## src/rtl/pc_stack_push_if.sv

```systemverilog
// Bus between the control FSM / memory write port and the PC stack-push engine.
interface pc_stack_push_if #(
   parameter int unsigned ADDR_W = 16,
   parameter int unsigned DATA_W = 8
);
   logic              push_i;
   logic [ADDR_W-1:0] pc_i;
   logic [ADDR_W-1:0] sp_i;
   logic              busy_o;
   logic              done_o;
   logic              sp_load_o;
   logic [ADDR_W-1:0] sp_o;
   logic [ADDR_W-1:0] mem_addr_o;
   logic [DATA_W-1:0] mem_data_o;
   logic              mem_wr_o;
   logic              mem_ack_i;

   // Push engine side
   modport slave (
      input  push_i, pc_i, sp_i, mem_ack_i,
      output busy_o, done_o, sp_load_o, sp_o, mem_addr_o, mem_data_o, mem_wr_o
   );

   // Controller / memory side
   modport master (
      output push_i, pc_i, sp_i, mem_ack_i,
      input  busy_o, done_o, sp_load_o, sp_o, mem_addr_o, mem_data_o, mem_wr_o
   );
endinterface

```

## src/rtl/pc_stack_push.sv

```systemverilog
// Pushes a PC onto the 8080 stack as two byte writes (PCH to SP-1, PCL to SP-2)
// and reports SP-2 back to the register file.
module pc_stack_push #(
   parameter int unsigned ADDR_W = 16,
   parameter int unsigned DATA_W = 8
) (
   input  logic              clk50M_i,
   input  logic              rst_ni,
   pc_stack_push_if.slave    bus
);

   localparam logic [ADDR_W-1:0] SpOne = ADDR_W'(1);
   localparam logic [ADDR_W-1:0] SpTwo = ADDR_W'(2);
   localparam logic [ADDR_W-1:0] SpRst = ADDR_W'(0) - SpTwo;

   typedef enum logic [1:0] {
      StIdle = 2'd0,
      StWrHi = 2'd1,
      StWrLo = 2'd2,
      StDone = 2'd3
   } state_e;

   state_e            state_q, state_d;
   logic [ADDR_W-1:0] pc_q, pc_d;
   logic [ADDR_W-1:0] sp_q, sp_d;

   logic              busy_d;
   logic              done_d;
   logic              sp_load_d;
   logic [ADDR_W-1:0] sp_o_d;
   logic [ADDR_W-1:0] mem_addr_d;
   logic [DATA_W-1:0] mem_data_d;
   logic              mem_wr_d;

   // Next state and next (registered) Moore outputs decoded from the next state
   always_comb begin
      state_d    = state_q;
      pc_d       = pc_q;
      sp_d       = sp_q;
      busy_d     = 1'b0;
      done_d     = 1'b0;
      sp_load_d  = 1'b0;
      mem_addr_d = '0;
      mem_data_d = '0;
      mem_wr_d   = 1'b0;

      case (state_q)
         StIdle: begin
            if (bus.push_i) begin
               pc_d    = bus.pc_i;
               sp_d    = bus.sp_i;
               state_d = StWrHi;
            end
         end
         StWrHi:  if (bus.mem_ack_i) state_d = StWrLo;
         StWrLo:  if (bus.mem_ack_i) state_d = StDone;
         StDone:  state_d = StIdle;
         default: state_d = StIdle;
      endcase

      sp_o_d = sp_d - SpTwo;

      case (state_d)
         StWrHi: begin
            busy_d     = 1'b1;
            mem_wr_d   = 1'b1;
            mem_addr_d = sp_d - SpOne;
            mem_data_d = pc_d[ADDR_W-1:DATA_W];
         end
         StWrLo: begin
            busy_d     = 1'b1;
            mem_wr_d   = 1'b1;
            mem_addr_d = sp_d - SpTwo;
            mem_data_d = pc_d[DATA_W-1:0];
         end
         StDone: begin
            busy_d    = 1'b1;
            done_d    = 1'b1;
            sp_load_d = 1'b1;
         end
         default: ;
      endcase
   end

   // State, captured operands and output registers; reset aborts any write in flight
   always_ff @(posedge clk50M_i or negedge rst_ni) begin
      if (!rst_ni) begin
         state_q        <= StIdle;
         pc_q           <= '0;
         sp_q           <= '0;
         bus.busy_o     <= 1'b0;
         bus.done_o     <= 1'b0;
         bus.sp_load_o  <= 1'b0;
         bus.sp_o       <= SpRst;
         bus.mem_addr_o <= '0;
         bus.mem_data_o <= '0;
         bus.mem_wr_o   <= 1'b0;
      end else begin
         state_q        <= state_d;
         pc_q           <= pc_d;
         sp_q           <= sp_d;
         bus.busy_o     <= busy_d;
         bus.done_o     <= done_d;
         bus.sp_load_o  <= sp_load_d;
         bus.sp_o       <= sp_o_d;
         bus.mem_addr_o <= mem_addr_d;
         bus.mem_data_o <= mem_data_d;
         bus.mem_wr_o   <= mem_wr_d;
      end
   end

endmodule

```

## src/flat_wrapper.sv

```systemverilog
// flat-port wrapper written by rule: the top's interface ports become plain ports
module pc_stack_push_flat 
#(
   parameter int unsigned ADDR_W = 16,
   parameter int unsigned DATA_W = 8
)
  (clk50M_i, rst_ni, bus_push_i, bus_pc_i, bus_sp_i, bus_mem_ack_i, bus_busy_o, bus_done_o, bus_sp_load_o, bus_sp_o, bus_mem_addr_o, bus_mem_data_o, bus_mem_wr_o);
  pc_stack_push_if #(.ADDR_W(ADDR_W), .DATA_W(DATA_W)) bus_i ();
  input  logic clk50M_i;
  input  logic rst_ni;
  input wire logic [$bits(bus_i.push_i)-1:0] bus_push_i;
  input wire logic [$bits(bus_i.pc_i)-1:0] bus_pc_i;
  input wire logic [$bits(bus_i.sp_i)-1:0] bus_sp_i;
  input wire logic [$bits(bus_i.mem_ack_i)-1:0] bus_mem_ack_i;
  output wire logic [$bits(bus_i.busy_o)-1:0] bus_busy_o;
  output wire logic [$bits(bus_i.done_o)-1:0] bus_done_o;
  output wire logic [$bits(bus_i.sp_load_o)-1:0] bus_sp_load_o;
  output wire logic [$bits(bus_i.sp_o)-1:0] bus_sp_o;
  output wire logic [$bits(bus_i.mem_addr_o)-1:0] bus_mem_addr_o;
  output wire logic [$bits(bus_i.mem_data_o)-1:0] bus_mem_data_o;
  output wire logic [$bits(bus_i.mem_wr_o)-1:0] bus_mem_wr_o;
  assign bus_i.push_i = bus_push_i;
  assign bus_i.pc_i = bus_pc_i;
  assign bus_i.sp_i = bus_sp_i;
  assign bus_i.mem_ack_i = bus_mem_ack_i;
  assign bus_busy_o = bus_i.busy_o;
  assign bus_done_o = bus_i.done_o;
  assign bus_sp_load_o = bus_i.sp_load_o;
  assign bus_sp_o = bus_i.sp_o;
  assign bus_mem_addr_o = bus_i.mem_addr_o;
  assign bus_mem_data_o = bus_i.mem_data_o;
  assign bus_mem_wr_o = bus_i.mem_wr_o;
  pc_stack_push #(.ADDR_W(ADDR_W), .DATA_W(DATA_W)) u_core (.clk50M_i(clk50M_i), .rst_ni(rst_ni), .bus(bus_i));
endmodule
```

## config.mk

```make
export PLATFORM = sky130hd
export DESIGN_NAME = pc_stack_push_flat
export DESIGN_NICKNAME = d
export VERILOG_FILES = /design/src/rtl/pc_stack_push_if.sv /design/src/rtl/pc_stack_push.sv /design/src/flat_wrapper.sv
export SDC_FILE = /design/constraint.sdc
export NUM_CORES = 1
export LEC_CHECK = 0
export ABC_AREA = 0
export CAP_MARGIN = 30
export CELL_PAD_IN_SITES_DETAIL_PLACEMENT = 0
export CELL_PAD_IN_SITES_GLOBAL_PLACEMENT = 1
export CORE_ASPECT_RATIO = 0.9
export CORE_MARGIN = 4
export CORE_UTILIZATION = 25
export DETAILED_ROUTE_END_ITERATION = 12
export PLACE_DENSITY = 0.58
export SYNTH_ARGS = -nofsm -noshare
export SYNTH_HDL_FRONTEND = slang
export SYNTH_SLANG_ARGS = --single-unit
```

## constraint.sdc

```tcl
create_clock -name clk50M_i -period 3.34 [get_ports clk50M_i]
set_input_delay 0.334 -clock clk50M_i [delete_from_list [all_inputs] [get_ports clk50M_i]]
set_output_delay 0.334 -clock clk50M_i [all_outputs]
set_load 0.01 [all_outputs]
```

==> summary.txt, run 1 <==
Notes on the physical implementation.

- The final report lists a non-filler cell total of 634.
- Net switching is 38.2% of the power.
- Of the total power, combinational logic draws 47.4%.
- The number of hold-repair buffers added at the cts stage is 1, for reference.
- Per the final layout report, the fraction of cells sized above drive strength 1 comes to 14.5%.
- Across the run, the number of max-cap violations was 0.
- The top-level port count is 80, for reference.
- At the end of routability-driven placement, the weighted congestion stood at 0.855.
- The family with the most delay on the worst path is buffers and inverters, for reference.
- The script logs the mean routed wire length per placed instance as 16.3 um.
- The fraction of final cell area spent on non-clock buffers in this run is 18.8%.
- Setup repair after global routing left no endpoint under its margin.
- The largest single stage delay on the critical path is 0.50 ns.
- The insertion delay to the later sink of the worst-skew pair is 0.34 ns, for reference.
- The most common logic cells in the final layout are 78 x clkdlybuf4s50_1, 61 x nand2_1, 61 x dfrtp_1.
- In this run the most critical hold path is launched from u_core.pc_q[1].
- The flow ran to the end, and the final reports show no timing, DRC or antenna violations.
- For the final database, setup skew stands at 0.00885 ns.
- Counting endpoints that fail hold in the final report gives 0.
- The net switching power figure is 1.91 mW, for reference.
- The first-pass GRT wire length is 16700 um, for reference.
- Detailed placement reports a standard cell area of 0.00465 mm^2.
- The final timing summary puts the cycle share of the worst path at 81.1%.
- TritonCTS built the clock tree.
- After floorplanning, the core was sized to cover 0.0140 mm^2.
- In this run the power density over the cells is 1000 mW/mm^2.
- The area-dominant cell class after layout is flip-flops and latches, for reference.
- The via count of the first global-routing pass came to 3073.
- The fraction of met1 tracks used by global routing is 18.1%, for reference.
- For the worst flop-to-flop path, the logic depth is 6.
- The worst-case reg-to-reg setup slack stands at 0.66 ns.
- In the CTS report, the clock slew at the register clock pins of the worst setup and hold paths is listed as 0.06 ns.
- The number of nets produced by synthesis is 389, for reference.
- The total negative slack is 0 ns, for reference.
- According to the finish report, the design has a final net count of 479.
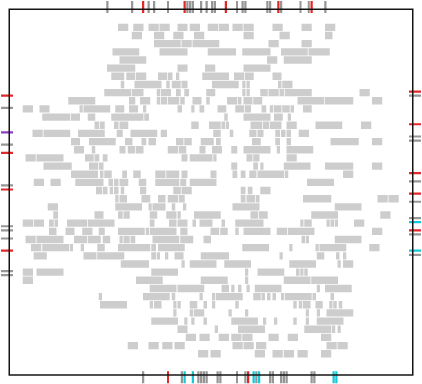
Fig. 1. I/O pins on the die edge (run 1).
(3 px per um) Pins as bars across the die edge, other pins in grey.
Key: purple = bus_mem_wr_o [pins 1, direction output, edge west]; red = bus_sp_o [pins 16, direction output, edge 5 east, 5 north, 4 west, 2 south]; cyan = bus_mem_data_o [pins 8, direction output, edge 6 south, 2 east]

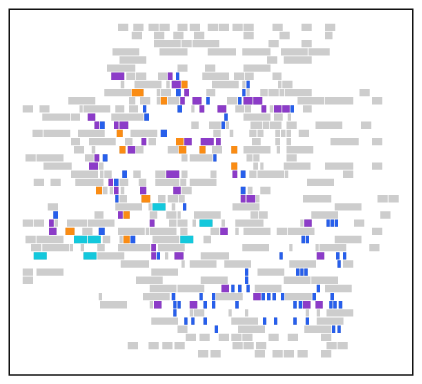
Fig. 2. Gate families picked out (run 1).
(3 px per um)
Key: cyan = adder and majority cells [cells 7, most used ha_1]; blue = NAND gates [cells 74, most used nand2_1]; orange = AND and OR gates [cells 15, most used or3_1]; purple = inverting AOI/OAI gates [cells 48, most used o21ai_0]

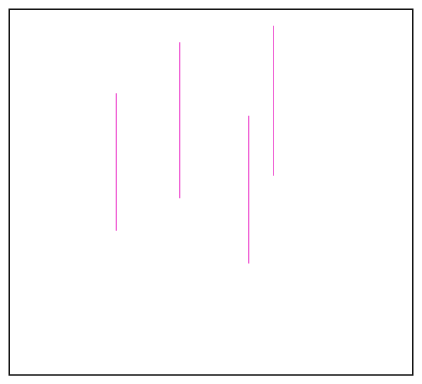
Fig. 3. M4 wires (run 1).
(3 px per um)
The wires run mostly vertical. The layer holds 1.9% of the routed length. The layer carries 196 um of wire. The longest straight run is 51.7 um.
aggregate routed wire length: 10300 um
total vias in the final route: 2868

==> run 2: changes to the inputs <==
--- a/config.mk
+++ b/config.mk
@@ -13,7 +13,7 @@
 export CORE_MARGIN = 4
 export CORE_UTILIZATION = 25
 export DETAILED_ROUTE_END_ITERATION = 12
-export PLACE_DENSITY = 0.58
+export PLACE_DENSITY = 0.6
 export SYNTH_ARGS = -nofsm -noshare
 export SYNTH_HDL_FRONTEND = slang
 export SYNTH_SLANG_ARGS = --single-unit
==> constraint.sdc (replaced) <==
create_clock -name clk50M_i -period 2.4 [get_ports clk50M_i]
set_input_delay 0.24 -clock clk50M_i [delete_from_list [all_inputs] [get_ports clk50M_i]]
set_output_delay 0.24 -clock clk50M_i [all_outputs]
set_load 0.01 [all_outputs]
==> summary.txt, run 2 <==
Notes on the physical implementation.

- On met1, the global router reports a usage of 17.8%.
- For this run, global-route usage on met2 was measured as 22.8%.
- The run finished with clean final reports.
- The maximum single-stage delay on the critical path is 0.41 ns, for reference.
- The total negative slack is 0 ns, for reference.
- STA classifies the critical path startpoint as a flop.
- According to the floorplan report, the placeable core area is 0.0140 mm^2.
- The placed wire-length estimate is 8140 um, for reference.
- The buffering overhead is 25.3%, for reference.
- The routability congestion estimate is 0.914, for reference.
- The number of warning messages in the logs is 32, for reference.
- Entering global routing, the biggest net connects 46 pins.
- The deepest clock path buffer count is 2, for reference.
- The part of the total power dissipated in combinational logic is 54.5%, for reference.
- The family with the most delay on the worst path is AND-OR/OR-AND gates, for reference.
- The via count of the first global-routing pass is 3272, for reference.
- In the final design, more cell area goes to flip-flops and latches than to any other class.
- The height of the die is 121 um, for reference.
- Clock skew on the completed layout was measured at 0.00994 ns.
- The clock transition time at the flip-flop clock pins of the worst setup and hold paths is 0.06 ns, for reference.
- The per-cell via count in the routed design is 4.41, for reference.
- The report puts the hold buffer count at CTS at 1.
- The starting utilization of the core area is 25.5%, for reference.
- During placement, the flow inserted port buffers numbering 79.
- The cell area power density is 1370 mW/mm^2, for reference.
- The floorplan die area is 0.0163 mm^2, for reference.
- The top-level port count is 80, for reference.
- The number of maximum-capacitance violations recorded for the run is 0.
- The overall routed net length is 10700 um, for reference.
- The final cell count without fillers is 690, for reference.
- Leaving out fill and tap cells, the most frequent cells in the layout are 78 x clkdlybuf4s50_1, 70 x buf_4, 61 x nand2_1, 61 x dfrtp_1, 23 x inv_1.
- After the last flow step, the layout net total stands at 535.
- The nature of the critical path endpoint is a flop, for reference.
- The report puts the cell count of the worst reg-to-reg path at 9.
- The final route contains 3042 vias.
- The number of nets produced by synthesis is 389, for reference.
- The script computed the net switching share of total power as 37.6%.
- The final hold violation count is 0, for reference.
- The final critical-path share of the clock period is 98.1%, for reference.
- After detailed placement, the total cell area comes to 0.00512 mm^2.
- Dividing the detail-routed wire length by the instance count gives 15.6 um.
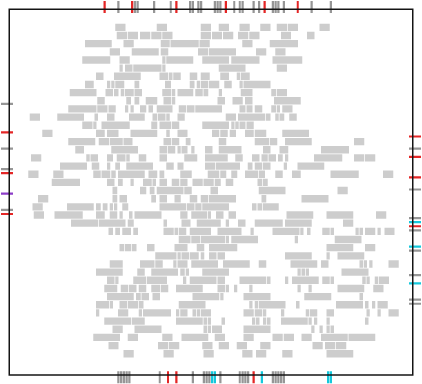
Fig. 4. I/O pins on the die edge (run 2).
(3 px per um) Pins as bars across the die edge, other pins in grey.
Key: cyan = bus_mem_data_o [pins 8, direction output, edge 5 south, 3 east]; red = bus_sp_o [pins 16, direction output, edge 6 north, 4 east, 3 south, 3 west]; purple = bus_mem_wr_o [pins 1, direction output, edge west]
All pins by edge: 29 north, 28 south, 15 east, 8 west.

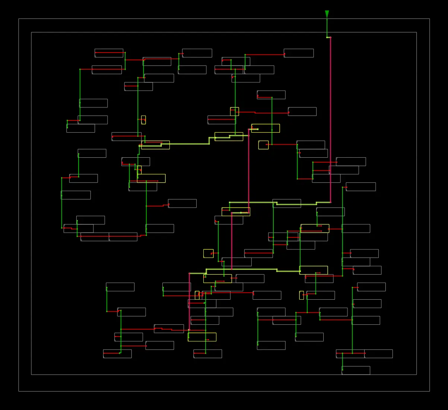
Fig. 5. The clock network (run 2).
clock buffers: 13
Clock Latency Late Sink: 0.33 ns

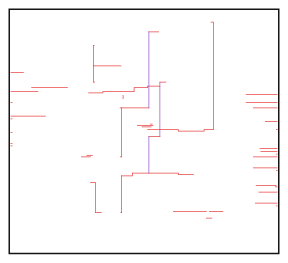
Fig. 6. Routed metal, one colour a layer (run 2).
(2 px per um) Only two layers are drawn.
Key: purple = met4 [wire length 214 um]; red = met3 [wire length 390 um]

==> run 3: changes to the inputs <==
--- a/config.mk
+++ b/config.mk
@@ -7,13 +7,13 @@
 export LEC_CHECK = 0
 export ABC_AREA = 0
 export CAP_MARGIN = 30
-export CELL_PAD_IN_SITES_DETAIL_PLACEMENT = 0
-export CELL_PAD_IN_SITES_GLOBAL_PLACEMENT = 1
+export CELL_PAD_IN_SITES_DETAIL_PLACEMENT = 1
+export CELL_PAD_IN_SITES_GLOBAL_PLACEMENT = 2
 export CORE_ASPECT_RATIO = 0.9
 export CORE_MARGIN = 4
 export CORE_UTILIZATION = 25
 export DETAILED_ROUTE_END_ITERATION = 12
-export PLACE_DENSITY = 0.6
+export PLACE_DENSITY = 0.68
 export SYNTH_ARGS = -nofsm -noshare
 export SYNTH_HDL_FRONTEND = slang
 export SYNTH_SLANG_ARGS = --single-unit
==> constraint.sdc (replaced) <==
create_clock -name clk50M_i -period 2.8 [get_ports clk50M_i]
set_input_delay 0.28 -clock clk50M_i [delete_from_list [all_inputs] [get_ports clk50M_i]]
set_output_delay 0.28 -clock clk50M_i [all_outputs]
set_load 0.01 [all_outputs]
==> summary.txt, run 3 <==
Notes on the physical implementation.

- The clock reaches the later pin of the worst-skew pair after 0.35 ns.
- The final hold violation count is 0, for reference.
- The flow ran to the end, and the final reports show no timing, DRC or antenna violations.
- The maximum single-stage delay on the critical path is 0.52 ns, for reference.
- Switching power as a fraction of the total was reported as 39.0%.
- The max-capacitance violation count is 0, for reference.
- The peak supply drop is 0.439 mV, for reference.
- Looking at the clock tree report, the maximum root-to-sink buffer count equals 2.
- The count of endpoints failing setup in the final report is 0, for reference.
- Setup total negative slack on the finished layout was measured at 0 ns.
- The proportion of layout cells with a drive suffix above 1 is 19.9%, for reference.
- The clock transition time at the flip-flop clock pins of the worst setup and hold paths is 0.06 ns, for reference.
- The fraction of met1 tracks used by global routing is 18.7%, for reference.
- The pin count of the biggest net entering global routing is 45, for reference.
- For this design the ratio of total power to cell area is 1200 mW/mm^2.
- The chip occupies 0.0163 mm^2.
- The cell count of the worst reg-to-reg path is 8, for reference.
- The via count of the first global-routing pass was 3267.
- The first-pass GRT wire length is 18000 um, for reference.
- The number of nets produced by synthesis is 389, for reference.
- The net switching power in the latest report is 2.43 mW.
- The top-level port count is 80, for reference.
- The met2 usage is 23.0%, for reference.
- Summed over all sequential cells, the power is 1.90 mW.
- The clock tree skew after final layout is 0.00583 ns, for reference.
- STA classifies the critical path startpoint as a flop.
- The slack of the worst reg-to-reg path is 0.27 ns, for reference.
- The worst setup path is captured at a flop.
- The placed wire-length estimate is 8460 um, for reference.
- The part of the total power dissipated in combinational logic is 50.6%, for reference.
- Setup repair after global routing left no endpoint under its margin.
- The layout has 9 clock buffers.
- Leaving out fill and tap cells, the most frequent cells in the layout are 78 x clkdlybuf4s50_1, 61 x nand2_1, 61 x dfrtp_1.
- The number of warning messages in the logs is 30, for reference.
- The starting utilization of the core area is 25.5%, for reference.
- Dividing the detail-routed via count by the number of cells gives 4.55.
- The area inside the core boundary is 0.0140 mm^2, for reference.
- The placed standard-cell area is 0.00485 mm^2, for reference.
- In the final design, more cell area goes to flip-flops and latches than to any other class.
- Of the available clock period, the critical path in the final layout requires 90.4%.
- The buffering overhead is 22.1%, for reference.
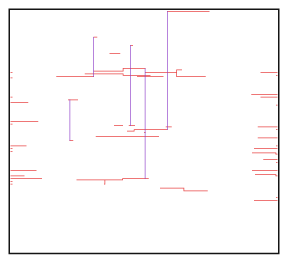
Fig. 7. Routed metal, one colour a layer (run 3).
(2 px per um) Only two layers are drawn.
Key: red = met3 [wire length 476 um]; purple = met4 [wire length 195 um]
total vias in the final route: 3010
overall global routing resource usage: 14.4%
Avg WL per Cell: 17.1 um
aggregate routed wire length: 11300 um

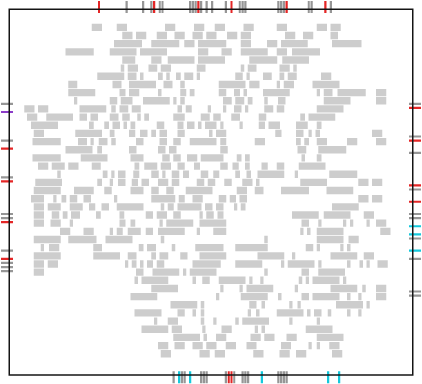
Fig. 8. I/O pins on the die edge (run 3).
(3 px per um) Pins as bars across the die edge, other pins in grey.
Key: red = bus_sp_o [pins 16, direction output, edge 6 north, 4 west, 4 east, 2 south]; cyan = bus_mem_data_o [pins 8, direction output, edge 5 south, 3 east]; purple = bus_mem_wr_o [pins 1, direction output, edge west]
Die Height: 121 um
quantity of I/O buffers inserted on ports: 79
Die Wd: 134 um

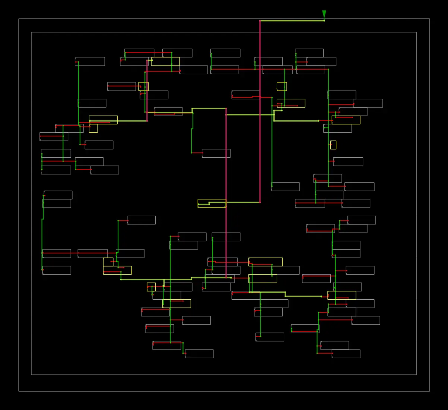
Fig. 9. The clock network (run 3).
clock buffers created by TritonCTS: 9
Sinks on Clock Net: 76

No activity file was given, so power comes from the tool's default toggle rates.
